<file path="src/rtl/cache_mem_arbiter_if.sv">
`timescale 1ns/1ps
`default_nettype none
// ---------------------------------------------------------------------------
// cache_mem_arbiter_if : cache-side and RAM-side signals of the memory arbiter
// Revision 1.0
// ---------------------------------------------------------------------------
interface cache_mem_arbiter_if #(
    parameter int ADDR_W = 32,
    parameter int DATA_W = 32
);
    logic              iREN;
    logic [ADDR_W-1:0] iaddr;
    logic              iwait;
    logic [DATA_W-1:0] iload;
    logic              dREN;
    logic              dWEN;
    logic [ADDR_W-1:0] daddr;
    logic [DATA_W-1:0] dstore;
    logic              dwait;
    logic [DATA_W-1:0] dload;
    logic              ramREN;
    logic              ramWEN;
    logic [ADDR_W-1:0] ramaddr;
    logic [DATA_W-1:0] ramstore;
    logic [DATA_W-1:0] ramload;
    logic              ram_ready;
    logic              timeout_err;

    // master: the arbiter itself; slave: the caches and RAM around it
    modport master (
        input  iREN, iaddr, dREN, dWEN, daddr, dstore, ramload, ram_ready,
        output iwait, iload, dwait, dload, ramREN, ramWEN, ramaddr, ramstore,
               timeout_err
    );
    modport slave (
        output iREN, iaddr, dREN, dWEN, daddr, dstore, ramload, ram_ready,
        input  iwait, iload, dwait, dload, ramREN, ramWEN, ramaddr, ramstore,
               timeout_err
    );
endinterface
`default_nettype wire

</file>
<file path="src/rtl/cache_mem_arbiter.sv">
`timescale 1ns/1ps
`default_nettype none
// ---------------------------------------------------------------------------
// cache_mem_arbiter : shares one RAM port between icache and dcache, one word
//                     per grant, with a bounded wait for RAM completion
// Revision 1.0
// ---------------------------------------------------------------------------
module cache_mem_arbiter #(
    parameter int ADDR_W  = 32,
    parameter int DATA_W  = 32,
    parameter int TIMEOUT = 255
) (
    input  wire logic            CLK,
    input  wire logic            RST,
    cache_mem_arbiter_if.master  bus
);
    localparam int               CNT_W      = $clog2(TIMEOUT + 1);
    localparam logic [CNT_W-1:0] C_CNT_LAST = CNT_W'(TIMEOUT - 1);

    typedef enum logic [1:0] {
        S_IDLE   = 2'd0,
        S_ACCESS = 2'd1,
        S_RESP   = 2'd2
    } state_t;

    state_t            r_state;
    logic              r_owner_d;
    logic              r_last_d;
    logic              r_write;
    logic [CNT_W-1:0]  r_count;
    logic              r_iwait;
    logic              r_dwait;
    logic [DATA_W-1:0] r_iload;
    logic [DATA_W-1:0] r_dload;
    logic              r_ram_ren;
    logic              r_ram_wen;
    logic [ADDR_W-1:0] r_ramaddr;
    logic [DATA_W-1:0] r_ramstore;
    logic              r_timeout_err;

    logic w_i_req;
    logic w_d_req;
    logic w_grant_d;
    logic w_grant_wr;

    assign w_i_req    = bus.iREN;
    assign w_d_req    = bus.dREN | bus.dWEN;
    // on contention the side that did not own the previous grant wins
    assign w_grant_d  = w_d_req & (~w_i_req | ~r_last_d);
    assign w_grant_wr = w_grant_d & bus.dWEN;

    always_ff @(posedge CLK or posedge RST) begin
        if (RST) begin
            r_state       <= S_IDLE;
            r_owner_d     <= 1'b0;
            r_last_d      <= 1'b0;
            r_write       <= 1'b0;
            r_count       <= '0;
            r_iwait       <= 1'b1;
            r_dwait       <= 1'b1;
            r_iload       <= '0;
            r_dload       <= '0;
            r_ram_ren     <= 1'b0;
            r_ram_wen     <= 1'b0;
            r_ramaddr     <= '0;
            r_ramstore    <= '0;
            r_timeout_err <= 1'b0;
        end else begin
            case (r_state)
                S_IDLE: begin
                    if (w_i_req | w_d_req) begin
                        r_owner_d  <= w_grant_d;
                        r_write    <= w_grant_wr;
                        r_ram_ren  <= ~w_grant_wr;
                        r_ram_wen  <= w_grant_wr;
                        r_ramaddr  <= w_grant_d ? bus.daddr : bus.iaddr;
                        r_ramstore <= w_grant_d ? bus.dstore : '0;
                        r_count    <= '0;
                        r_state    <= S_ACCESS;
                    end
                end
                S_ACCESS: begin
                    if (bus.ram_ready) begin
                        r_ram_ren <= 1'b0;
                        r_ram_wen <= 1'b0;
                        if (r_owner_d) begin
                            r_dwait <= 1'b0;
                            if (!r_write) r_dload <= bus.ramload;
                        end else begin
                            r_iwait <= 1'b0;
                            if (!r_write) r_iload <= bus.ramload;
                        end
                        r_state <= S_RESP;
                    end else if (r_count == C_CNT_LAST) begin
                        // abort: the requester still gets its completion pulse
                        r_ram_ren     <= 1'b0;
                        r_ram_wen     <= 1'b0;
                        r_timeout_err <= 1'b1;
                        if (r_owner_d) begin
                            r_dwait <= 1'b0;
                            r_dload <= '0;
                        end else begin
                            r_iwait <= 1'b0;
                            r_iload <= '0;
                        end
                        r_state <= S_RESP;
                    end else begin
                        r_count <= r_count + CNT_W'(1);
                    end
                end
                S_RESP: begin
                    r_iwait  <= 1'b1;
                    r_dwait  <= 1'b1;
                    r_last_d <= r_owner_d;
                    r_state  <= S_IDLE;
                end
                default: r_state <= S_IDLE;
            endcase
        end
    end

    assign bus.iwait       = r_iwait;
    assign bus.dwait       = r_dwait;
    assign bus.iload       = r_iload;
    assign bus.dload       = r_dload;
    assign bus.ramREN      = r_ram_ren;
    assign bus.ramWEN      = r_ram_wen;
    assign bus.ramaddr     = r_ramaddr;
    assign bus.ramstore    = r_ramstore;
    assign bus.timeout_err = r_timeout_err;
endmodule
`default_nettype wire

</file>
<file path="src/flat_wrapper.sv">
// flat-port wrapper written by rule: the top's interface ports become plain ports
module cache_mem_arbiter_flat 
#(
    parameter int ADDR_W  = 32,
    parameter int DATA_W  = 32,
    parameter int TIMEOUT = 255
)
  (CLK, RST, bus_iREN, bus_iaddr, bus_dREN, bus_dWEN, bus_daddr, bus_dstore, bus_ramload, bus_ram_ready, bus_iwait, bus_iload, bus_dwait, bus_dload, bus_ramREN, bus_ramWEN, bus_ramaddr, bus_ramstore, bus_timeout_err);
  cache_mem_arbiter_if #(.ADDR_W(ADDR_W), .DATA_W(DATA_W)) bus_i ();
  input  wire logic CLK;
  input  wire logic RST;
  input wire logic [$bits(bus_i.iREN)-1:0] bus_iREN;
  input wire logic [$bits(bus_i.iaddr)-1:0] bus_iaddr;
  input wire logic [$bits(bus_i.dREN)-1:0] bus_dREN;
  input wire logic [$bits(bus_i.dWEN)-1:0] bus_dWEN;
  input wire logic [$bits(bus_i.daddr)-1:0] bus_daddr;
  input wire logic [$bits(bus_i.dstore)-1:0] bus_dstore;
  input wire logic [$bits(bus_i.ramload)-1:0] bus_ramload;
  input wire logic [$bits(bus_i.ram_ready)-1:0] bus_ram_ready;
  output wire logic [$bits(bus_i.iwait)-1:0] bus_iwait;
  output wire logic [$bits(bus_i.iload)-1:0] bus_iload;
  output wire logic [$bits(bus_i.dwait)-1:0] bus_dwait;
  output wire logic [$bits(bus_i.dload)-1:0] bus_dload;
  output wire logic [$bits(bus_i.ramREN)-1:0] bus_ramREN;
  output wire logic [$bits(bus_i.ramWEN)-1:0] bus_ramWEN;
  output wire logic [$bits(bus_i.ramaddr)-1:0] bus_ramaddr;
  output wire logic [$bits(bus_i.ramstore)-1:0] bus_ramstore;
  output wire logic [$bits(bus_i.timeout_err)-1:0] bus_timeout_err;
  assign bus_i.iREN = bus_iREN;
  assign bus_i.iaddr = bus_iaddr;
  assign bus_i.dREN = bus_dREN;
  assign bus_i.dWEN = bus_dWEN;
  assign bus_i.daddr = bus_daddr;
  assign bus_i.dstore = bus_dstore;
  assign bus_i.ramload = bus_ramload;
  assign bus_i.ram_ready = bus_ram_ready;
  assign bus_iwait = bus_i.iwait;
  assign bus_iload = bus_i.iload;
  assign bus_dwait = bus_i.dwait;
  assign bus_dload = bus_i.dload;
  assign bus_ramREN = bus_i.ramREN;
  assign bus_ramWEN = bus_i.ramWEN;
  assign bus_ramaddr = bus_i.ramaddr;
  assign bus_ramstore = bus_i.ramstore;
  assign bus_timeout_err = bus_i.timeout_err;
  cache_mem_arbiter #(.ADDR_W(ADDR_W), .DATA_W(DATA_W), .TIMEOUT(TIMEOUT)) u_core (.CLK(CLK), .RST(RST), .bus(bus_i));
endmodule
</file>
<file path="config.mk">
export PLATFORM = sky130hd
export DESIGN_NAME = cache_mem_arbiter_flat
export DESIGN_NICKNAME = d
export VERILOG_FILES = /design/src/rtl/cache_mem_arbiter_if.sv /design/src/rtl/cache_mem_arbiter.sv /design/src/flat_wrapper.sv
export SDC_FILE = /design/constraint.sdc
export NUM_CORES = 1
export LEC_CHECK = 0
export ABC_AREA = 0
export CAP_MARGIN = 20
export CORE_ASPECT_RATIO = 0.8
export CORE_UTILIZATION = 40
export CTS_BUF_LIST = sky130_fd_sc_hd__clkbuf_4 sky130_fd_sc_hd__clkbuf_8
export CTS_CLUSTER_SIZE = 28
export DETAILED_ROUTE_END_ITERATION = 10
export GPL_TIMING_DRIVEN = 0
export PLACE_DENSITY = 0.77
export SLEW_MARGIN = 0
export SYNTH_ARGS = -nofsm -noshare
export SYNTH_HDL_FRONTEND = slang
export SYNTH_SLANG_ARGS = --single-unit
export TNS_END_PERCENT = 30
</file>
<file path="constraint.sdc">
create_clock -name CLK -period 5.7 [get_ports CLK]
set_clock_uncertainty 0.1 [all_clocks]
set_input_delay 1.14 -clock CLK [delete_from_list [all_inputs] [get_ports CLK]]
set_output_delay 1.14 -clock CLK [all_outputs]
set_load 0.005 [all_outputs]
</file>
==> impl_metrics.py <==
# Metrics from the implementation run
metrics = {
    "final_layout": {
        "signal_buffers": 304,
        "nClkBuffers": 20,
        "stdcell_count": 972,
        "final_nets": 910,
        "comb_share_pct": 23.18,
        "area_growth_pct": 54.84,
        "logic_gate_count": 292,
        "final-clk-cell-share_pct": 4.431,
        "final-nonclk-buf-share_pct": 30.83,
        "seq_cells": 146,
        "top_area_cell_class": "sequential cells",
        "seq_area_um2": 3656,
        "num-nonclk-inverters": 9,
        "seq_area_share_pct": 38.65,
    },
    "synth": {
        "top_cell_area_share_pct": 58.98,
        "syn_inst": 484,
        "syn_area_um2": 6110,
        "synth-edff-count": 0,
        "synth_area_per_cell_um2": 12.62,
        "ys_cells": 484,
        "area_leaders": "dfrtp_1 59%, a22o_1 14%, mux2i_1 5.9%",
        "ys.flops": 146,
        "ff_type": "dfrtp_1",
    },
    "sta": {
        "layout_setup_ws_ps": 2978,
        "slew_violations": 0,
        "finalCritPeriodShare_pct": 47.75,
        "worst_pin_slew_ps": 735.3,
        "whs_ps": 387.7,
        "fin_crit_ps": 2722,
        "setup_tns_ps": 0,
        "fmax_ghz": 0.3674,
        "rsz0062_at_grt": "false",
    },
    "grt": {
        "grt_use_total_pct": 24.19,
        "overflow": 0,
        "grt_max_degree": 103,
        "antenna_found_initial": 0,
        "grt.met2_usage_pct": 39.10,
    },
    "drt": {
        "routedWlPerCell_um": 18.75,
        "antenna_left": 0,
        "vias_per_cell": 5.400,
        "drcViolationCount": 0,
        "drt_pass1_iterations": 5,
        "totalWireLength_um": 18230,
    },
    "worst_setup_path": {
        "crit_start": "u_core.bus.dwait",
        "arrival_ps": 1480,
        "critPathCapture": "bus_dwait",
        "path_delay_family": "flip-flops",
        "cp_num_cells": 1,
        "start_kind": "flop",
        "worstSetupPathType": "flop to output pin",
        "r2r_end": "u_core.r_count[2]",
        "crit_buf_inv": 1,
        "crit_fanout": 2,
        "reg2reg_slack_ps": 3340,
        "crit_path_cell_trace": "clkdlybuf4s50_1",
        "crit_path_max_incr_delay_ps": 540,
        "r2r_cells": 7,
    },
    "floorplan": {
        "initCoreUtil_pct": 40.83,
        "die_w_um": 140.2,
        "dieArea_um2": 15780,
        "fp-row-count": 40,
    },
    "place": {
        "place_area_um2": 9041,
        "dp_cells": 940,
        "gp_congestion": 0.8437,
    },
    "job": {
        "drv_cap": 0,
    },
    "clock_tree": {
        "post_cts_resize_count": 0,
        "cts.sinks": 146,
        "clock_latency_ps": 450,
        "cts_buffers": 17,
        "cts_tree": "yes",
    },
    "power": {
        "p_leak_nw": 4.271,
        "power_mw": 4.797,
        "swShare_pct": 32.83,
        "seq_power_share_pct": 37.5,
        "p_switching_mw": 1.575,
        "internal-power_mw": 3.223,
        "irDropWorstVdd_uv": 282.1,
        "p_comb_share_pct": 44.5,
    },
    "min_path": {
        "hold_path_end": "u_core.bus.timeout_err",
        "holdCritPathClass": "flop to flop",
    },
    "run_status": {
        "run_status": "complete, no violations",
    },
}
-- logic make-up (layout without fill, tap and decap cells) --
family,Yosys count,count (layout),synth area share (%)
and+or+nand+nor,79,79,6.943
adders and majority gates,6,6,1.229
muxes,38,38,6.267
AOI/OAI and AO/OA,169,169,21.46
DFF,146,146,59.84
buffers and inverters,46,345,4.260
-- power by group through the flow --
| stage | sequential, mW | combinational (mW) | clock [mW] |
|---|---|---|---|
| finish | 1.80 | 2.13 | 0.865 |
| global route | 1.85 | 2.31 | 0.931 |
| CTS | 1.79 | 2.16 | 0.881 |
| detailed placement | 1.80 | 2.15 | 0 |
| global placement | 1.79 | 2.10 | 0 |
| floorplan | 1.79 | 0.890 | 0 |
Fig. 1: sequential cells colored by netlist name
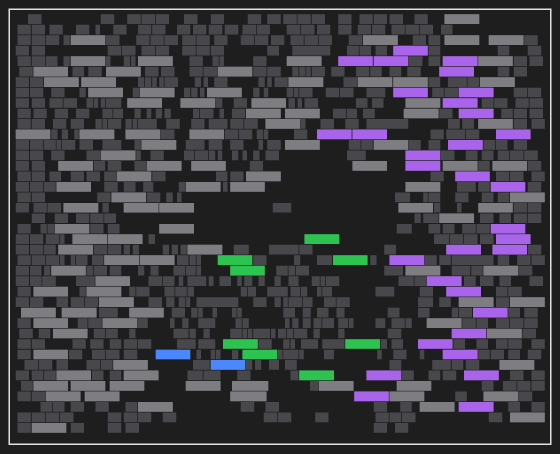
legend:
  green:
    netlist_name: u_core.r_count
    flops: 8
  blue:
    netlist_name: u_core.r_state
    flops: 2
  purple:
    netlist_name: u_core.bus.iload
    flops: 32
not colored: 104

Fig. 2: nets reached from selected ports
Scale bar: 50 µm.
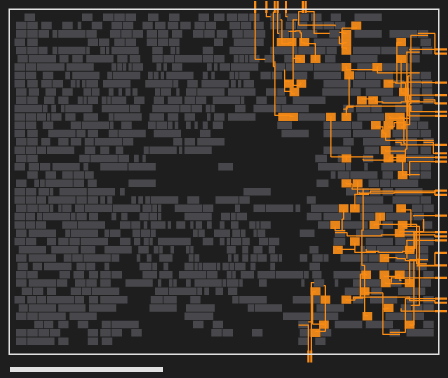
legend:
  orange:
    port: bus_ramload
    bits: 32
    direction: input
    end_cells: 64
    wire: 1,270 µm

Power figures rest on the tool's default switching activity, not on a simulated workload.
